==> images/zoom.png <==
Scale bar: 20 um. Region (0, 0) to (50, 50) um. Cells in gray, sequential cells in the stronger gray; small squares are vias.
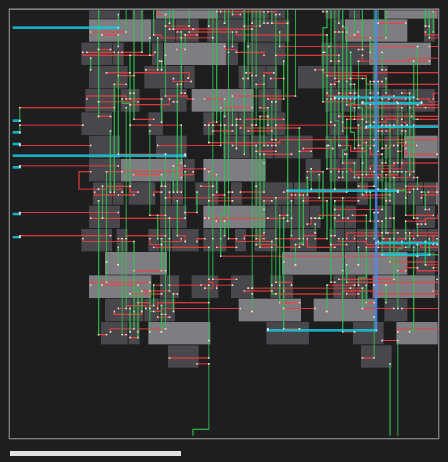
==> images/registers.png <==
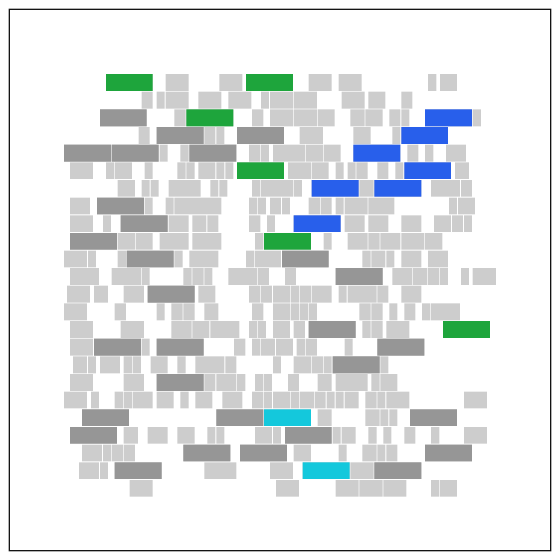
<file path="src/rtl/fir_pkg.sv">
// Shared constants for the FIR tap sequencer, coefficient ROM and sample RAM.
package fir_pkg;

   localparam int unsigned DEFAULT_MAX_TAPS = 64;

   // Sequencer state encoding (kept as plain constants for legacy netlists)
   localparam logic [1:0] ST_IDLE = 2'd0;
   localparam logic [1:0] ST_RUN  = 2'd1;
   localparam logic [1:0] ST_DONE = 2'd2;

   // Tap index / ring pointer width for a given coefficient depth
   function automatic int unsigned tap_width(input int unsigned depth);
      return $clog2(depth);
   endfunction

   // Channel index width; a single channel still gets one bit
   function automatic int unsigned ch_width(input int unsigned channels);
      return (channels > 1) ? $clog2(channels) : 1;
   endfunction

endpackage

</file>
<file path="src/rtl/fir_tap_sequencer_if.sv">
// Handshake and address bus between the sequencer, sample receiver and MAC.
interface fir_tap_sequencer_if
   import fir_pkg::*;
#(
   parameter int unsigned MAX_TAPS = DEFAULT_MAX_TAPS,
   parameter int unsigned CHANNELS = 1
) ();

   localparam int unsigned TAP_W = tap_width(MAX_TAPS);
   localparam int unsigned CH_W  = ch_width(CHANNELS);

   logic                   start;
   logic [TAP_W:0]         num_taps;
   logic                   hold;
   logic                   sample_push;
   logic [TAP_W-1:0]       wr_ptr;
   logic [TAP_W-1:0]       coeff_addr;
   logic [CH_W+TAP_W-1:0]  sample_addr;
   logic [CH_W-1:0]        channel;
   logic                   addr_valid;
   logic                   first_tap;
   logic                   last_tap;
   logic                   busy;
   logic                   done;

   modport master (
      output start, num_taps, hold, sample_push,
      input  wr_ptr, coeff_addr, sample_addr, channel, addr_valid,
             first_tap, last_tap, busy, done
   );

   modport slave (
      input  start, num_taps, hold, sample_push,
      output wr_ptr, coeff_addr, sample_addr, channel, addr_valid,
             first_tap, last_tap, busy, done
   );

endinterface

</file>
<file path="src/rtl/fir_ring_ptr.sv">
// Circular sample-RAM write pointer, wraps modulo MAX_TAPS.
module fir_ring_ptr
   import fir_pkg::*;
#(
   parameter int unsigned MAX_TAPS = DEFAULT_MAX_TAPS
) (
   input  logic                            clock,
   input  logic                            reset,
   input  logic                            i_inc,
   output logic [tap_width(MAX_TAPS)-1:0]  o_ptr
);

   localparam int unsigned TAP_W = tap_width(MAX_TAPS);
   localparam logic [TAP_W-1:0] ONE_T = TAP_W'(1);

   logic [TAP_W-1:0] r_ptr;

   // Advance one slot per pushed sample; power-of-two depth wraps naturally
   always_ff @(posedge clock) begin
      if (reset)
         r_ptr <= '0;
      else if (i_inc)
         r_ptr <= r_ptr + ONE_T;
   end

   assign o_ptr = r_ptr;

endmodule

</file>
<file path="src/rtl/fir_tap_sequencer.sv">
// Coefficient / sample-ring address sequencer for one FIR output per channel.
module fir_tap_sequencer
   import fir_pkg::*;
#(
   parameter int unsigned MAX_TAPS = DEFAULT_MAX_TAPS,
   parameter int unsigned CHANNELS = 1
) (
   input  logic                 clock,
   input  logic                 reset,
   fir_tap_sequencer_if.slave   bus
);

   localparam int unsigned TAP_W = tap_width(MAX_TAPS);
   localparam int unsigned CH_W  = ch_width(CHANNELS);

   localparam logic [TAP_W:0]   MAX_N   = (TAP_W+1)'(MAX_TAPS);
   localparam logic [TAP_W:0]   ONE_N   = (TAP_W+1)'(1);
   localparam logic [TAP_W-1:0] ONE_T   = TAP_W'(1);
   localparam logic [CH_W-1:0]  ONE_C   = CH_W'(1);
   localparam logic [CH_W-1:0]  LAST_CH = CH_W'(CHANNELS - 1);

   logic [1:0]             r_state;
   logic [TAP_W-1:0]       r_tap;
   logic [CH_W-1:0]        r_chan;
   logic [TAP_W:0]         r_neff;
   logic [TAP_W-1:0]       r_base;

   logic [TAP_W-1:0]       r_coeff;
   logic [CH_W+TAP_W-1:0]  r_saddr;
   logic [CH_W-1:0]        r_chan_o;
   logic                   r_valid;
   logic                   r_first;
   logic                   r_last;
   logic                   r_busy;
   logic                   r_done;

   logic [TAP_W-1:0]       w_wr_ptr;
   logic [TAP_W:0]         w_n_eff;
   logic [TAP_W-1:0]       w_slot;
   logic                   w_tap_last;
   logic                   w_ch_last;

   fir_ring_ptr #(.MAX_TAPS(MAX_TAPS)) u_wr_ptr (
      .clock (clock),
      .reset (reset),
      .i_inc (bus.sample_push),
      .o_ptr (w_wr_ptr)
   );

   assign w_n_eff    = (bus.num_taps > MAX_N) ? MAX_N : bus.num_taps;
   assign w_slot     = r_base - r_tap;
   assign w_tap_last = ({1'b0, r_tap} == (r_neff - ONE_N));
   assign w_ch_last  = (r_chan == LAST_CH);

   // Run control plus registered address/flag outputs. In RUN the output
   // registers always reload from the pending tap, so a held cycle shows the
   // address that will be presented on release, just with addr_valid low.
   always_ff @(posedge clock) begin
      if (reset) begin
         r_state  <= ST_IDLE;
         r_tap    <= '0;
         r_chan   <= '0;
         r_neff   <= '0;
         r_base   <= '0;
         r_coeff  <= '0;
         r_saddr  <= '0;
         r_chan_o <= '0;
         r_valid  <= 1'b0;
         r_first  <= 1'b0;
         r_last   <= 1'b0;
         r_busy   <= 1'b0;
         r_done   <= 1'b0;
      end else begin
         r_done <= 1'b0;
         case (r_state)
            ST_IDLE: begin
               r_valid <= 1'b0;
               r_first <= 1'b0;
               r_last  <= 1'b0;
               if (bus.start) begin
                  r_neff <= w_n_eff;
                  r_base <= w_wr_ptr - ONE_T;
                  r_tap  <= '0;
                  r_chan <= '0;
                  if (w_n_eff == '0) begin
                     r_state <= ST_DONE;
                  end else begin
                     r_state <= ST_RUN;
                     r_busy  <= 1'b1;
                  end
               end
            end
            ST_RUN: begin
               r_coeff  <= r_tap;
               r_saddr  <= {r_chan, w_slot};
               r_chan_o <= r_chan;
               r_first  <= (r_tap == '0);
               r_last   <= w_tap_last;
               r_valid  <= !bus.hold;
               if (!bus.hold) begin
                  if (!w_tap_last) begin
                     r_tap <= r_tap + ONE_T;
                  end else if (!w_ch_last) begin
                     r_tap  <= '0;
                     r_chan <= r_chan + ONE_C;
                  end else begin
                     r_state <= ST_DONE;
                     r_busy  <= 1'b0;
                  end
               end
            end
            ST_DONE: begin
               r_valid <= 1'b0;
               r_first <= 1'b0;
               r_last  <= 1'b0;
               r_done  <= 1'b1;
               r_state <= ST_IDLE;
            end
            default: r_state <= ST_IDLE;
         endcase
      end
   end

   assign bus.wr_ptr      = w_wr_ptr;
   assign bus.coeff_addr  = r_coeff;
   assign bus.sample_addr = r_saddr;
   assign bus.channel     = r_chan_o;
   assign bus.addr_valid  = r_valid;
   assign bus.first_tap   = r_first;
   assign bus.last_tap    = r_last;
   assign bus.busy        = r_busy;
   assign bus.done        = r_done;

endmodule

</file>
<file path="src/flat_wrapper.sv">
// flat-port wrapper written by rule: the top's interface ports become plain ports
module fir_tap_sequencer_flat import fir_pkg::*;
#(
   parameter int unsigned MAX_TAPS = DEFAULT_MAX_TAPS,
   parameter int unsigned CHANNELS = 1
)
  (clock, reset, bus_start, bus_num_taps, bus_hold, bus_sample_push, bus_wr_ptr, bus_coeff_addr, bus_sample_addr, bus_channel, bus_addr_valid, bus_first_tap, bus_last_tap, bus_busy, bus_done);
  fir_tap_sequencer_if #(.MAX_TAPS(MAX_TAPS), .CHANNELS(CHANNELS)) bus_i ();
  input  logic clock;
  input  logic reset;
  input wire logic [$bits(bus_i.start)-1:0] bus_start;
  input wire logic [$bits(bus_i.num_taps)-1:0] bus_num_taps;
  input wire logic [$bits(bus_i.hold)-1:0] bus_hold;
  input wire logic [$bits(bus_i.sample_push)-1:0] bus_sample_push;
  output wire logic [$bits(bus_i.wr_ptr)-1:0] bus_wr_ptr;
  output wire logic [$bits(bus_i.coeff_addr)-1:0] bus_coeff_addr;
  output wire logic [$bits(bus_i.sample_addr)-1:0] bus_sample_addr;
  output wire logic [$bits(bus_i.channel)-1:0] bus_channel;
  output wire logic [$bits(bus_i.addr_valid)-1:0] bus_addr_valid;
  output wire logic [$bits(bus_i.first_tap)-1:0] bus_first_tap;
  output wire logic [$bits(bus_i.last_tap)-1:0] bus_last_tap;
  output wire logic [$bits(bus_i.busy)-1:0] bus_busy;
  output wire logic [$bits(bus_i.done)-1:0] bus_done;
  assign bus_i.start = bus_start;
  assign bus_i.num_taps = bus_num_taps;
  assign bus_i.hold = bus_hold;
  assign bus_i.sample_push = bus_sample_push;
  assign bus_wr_ptr = bus_i.wr_ptr;
  assign bus_coeff_addr = bus_i.coeff_addr;
  assign bus_sample_addr = bus_i.sample_addr;
  assign bus_channel = bus_i.channel;
  assign bus_addr_valid = bus_i.addr_valid;
  assign bus_first_tap = bus_i.first_tap;
  assign bus_last_tap = bus_i.last_tap;
  assign bus_busy = bus_i.busy;
  assign bus_done = bus_i.done;
  fir_tap_sequencer #(.MAX_TAPS(MAX_TAPS), .CHANNELS(CHANNELS)) u_core (.clock(clock), .reset(reset), .bus(bus_i));
endmodule
</file>
<file path="config.mk">
export PLATFORM = sky130hd
export DESIGN_NAME = fir_tap_sequencer_flat
export DESIGN_NICKNAME = d
export VERILOG_FILES = /design/src/rtl/fir_pkg.sv /design/src/rtl/fir_tap_sequencer_if.sv /design/src/rtl/fir_ring_ptr.sv /design/src/rtl/fir_tap_sequencer.sv /design/src/flat_wrapper.sv
export SDC_FILE = /design/constraint.sdc
export NUM_CORES = 1
export LEC_CHECK = 0
export CORE_MARGIN = 8
export CORE_UTILIZATION = 50
export CTS_BUF_LIST = sky130_fd_sc_hd__clkbuf_8 sky130_fd_sc_hd__clkbuf_16
export DETAILED_ROUTE_END_ITERATION = 8
export GPL_TIMING_DRIVEN = 0
export PLACE_DENSITY = 0.76
export RECOVER_POWER = 25
export SYNTH_ARGS = -nofsm -noshare
export SYNTH_HDL_FRONTEND = slang
export SYNTH_HIERARCHICAL = 1
export SYNTH_SLANG_ARGS = --single-unit
export TNS_END_PERCENT = 100
</file>
<file path="constraint.sdc">
create_clock -name clock -period 4.3 [get_ports clock]
set_clock_uncertainty 0.05 [all_clocks]
set_input_delay 1.075 -clock clock [delete_from_list [all_inputs] [get_ports clock]]
set_output_delay 1.075 -clock clock [all_outputs]
set_load 0.05 [all_outputs]
</file>
==> metrics.csv <==
stage,metric,value,unit
run_status,outcome,"complete, no violations",
worst_hold_path,number of cells on the worst hold path,2,
routing,DR iter-0 viols,111,
final_layout,Max-area cell class,combinational gates,
routing,Residual DRC,0,
final_layout,most common logic cells in the final layout,"dfxtp_1 (44), nand2_1 (37), nor2_1 (30)",
final_layout,seq_cells,44,
final_layout,area added between synthesis and finish,21.2,%
routing,DR vias/cell,5.41,
pwr,Max IR drop VDD,214,uV
final_timing,setup slack after layout,1.46,ns
clock_tree,Late-Pin Clk Latency,0.29,ns
setup_path,WP data required,4.41,ns
routing,WL/cell,14.0,um
setup_path,critical path peak fanout,12,
final_timing,post-layout min period,2.84,ns
final_layout,comb_multi_in,205,
final_timing,worst rel slew slack,0.477,
final_layout,Fillers,381,
place,pre-CTS setup slack,1.17,ns
floorplanning,chip area,6930,um2
logic_synthesis,Yosys chip area,2260,um2
setup_path,Startpoint Class,primary input,
logic_synthesis,Synth cell types,41,
routing,WL final,5.24,mm
logic_synthesis,"FFs w/ async S/R, synth",0,
final_timing,Final TNS setup,0,ns
setup_path,Reg2Reg Launch Point,u_core/r_neff[0],
logic_synthesis,most common cell in the netlist,dfxtp_1,
clock_tree,Clock Root Buffer,clkbuf_8,
clock_tree,CTS max path bufs,2,
global_routing,vias in the first global route,1957,
routing,DRT Pass-1 Iters,4,
global_routing,gr ovfl total,0,
final_layout,Antenna Cells,0,
final_layout,invs w/o clock,17,
clock_tree,setup bufs post-CTS,0,
clock_tree,Clock Sinks,44,
routing,met3 wire length,219,um
final_timing,Final period util,0.660,
place,gpl congestion,0.834,
flow_run,Log Warnings,27,
routing,uppermost routed layer,met4,
setup_path,r2r worst-path depth,10,
final_timing,max-slew violation count,0,
final_layout,logic area,1250,um2
final_layout,Post-Layout Cell Count,373,
setup_path,crit path launch,reset,
logic_synthesis,Top-area cell share,0.389,
floorplanning,Tap Cells,52,
logic_synthesis,Avg Inst Size Synth,8.11,um2
global_routing,GR Util met3,0.0381,
final_layout,fraction of area in multi-input gates,0.457,
worst_hold_path,hold endpoint,u_core/bus.coeff_addr[1],
place,hpwl dp,3.99,mm
setup_path,reg2reg setup slack,1.76,ns
logic_synthesis,Post-Syn Area,2260,um2
setup_path,crit path DAT,2.95,ns
final_timing,Worst Tran Pin Value,0.782,ns
logic_synthesis,Commonest cells post-synth,"dfxtp_1 (44), nand2_1 (37), nor2_1 (30)",
final_layout,CLK BUF,5,
place,Placed Instances,366,
final_layout,ClkCell Share,0.0283,
final_timing,hold_ws,0.405,ns
global_routing,grt met2 use,0.279,
final_layout,non-clock buffer count,48,
flow_run,maxcap violations,0,
final_layout,proportion of cell area occupied by registers,0.321,
pwr,Tot Pwr,910,uW
final_layout,share of post-route cells with drive strength above 1,0.0374,
clock_tree,CTS tree,yes,
logic_synthesis,Most used DFF post-synth,dfxtp_1,
global_routing,GRT Overall Usage,0.152,
final_layout,register cell area after layout,881,um2
logic_synthesis,Yosys reg bits,44,
logic_synthesis,synthesized instance count,279,
floorplanning,row count,24,
logic_synthesis,Yosys Instances,279,
clock_tree,CTS Buf Count,5,
pwr,Power Density,332,nW/um2
final_timing,fmax,0.352,GHz
floorplanning,die height,83.3,um
final_timing,unrepaired setup endpoints after global routing,no,
routing,"antenna viol nets, final",0,
About zoom.png:
layer	color
met3	cyan
met4	blue
met2	green
met1	red
cells with their middle in the window	135
sequential cells in the window	18
netlist names of flops here include	u_core/u_wr_ptr/o_ptr (5), u_core/r_base (4), u_core/bus.sample_addr (2)
most frequent	dfxtp_1 (18), nor2_1 (14), nand2_1 (13)

About registers.png:
signal	color	placed flops
u_core/r_state	cyan	2
u_core/r_neff	blue	7
u_core/bus.coeff_addr	green	6
not colored	29

==> where the power goes <==
part           switching, uW  total, uW  internal (uW)
registers               19.5        450            431
logic                    135        219           83.9
clock network            133        241            108
total                    288        910            623
==> cells by family after synthesis <==
| family | Yosys count | synth area share |
|---|---|---|
| and+or+nand+nor | 115 | 0.249 |
| muxes | 4 | 0.0183 |
| DFF | 44 | 0.389 |
| buffers and inverters | 31 | 0.0553 |
| other | 1 | 0.00166 |
| adders and majority gates | 11 | 0.0642 |
| AOI/OAI and AO/OA | 56 | 0.156 |
| xor gates and xnor gates | 17 | 0.0658 |
==> worst max-delay path, stage by stage <==
cell and delay (ns):
dlygate4sd3_1 0.81, clkbuf_1 0.43, clkbuf_1 0.52, nor3_1 0.11
Power is estimated from default activity; no workload was simulated.
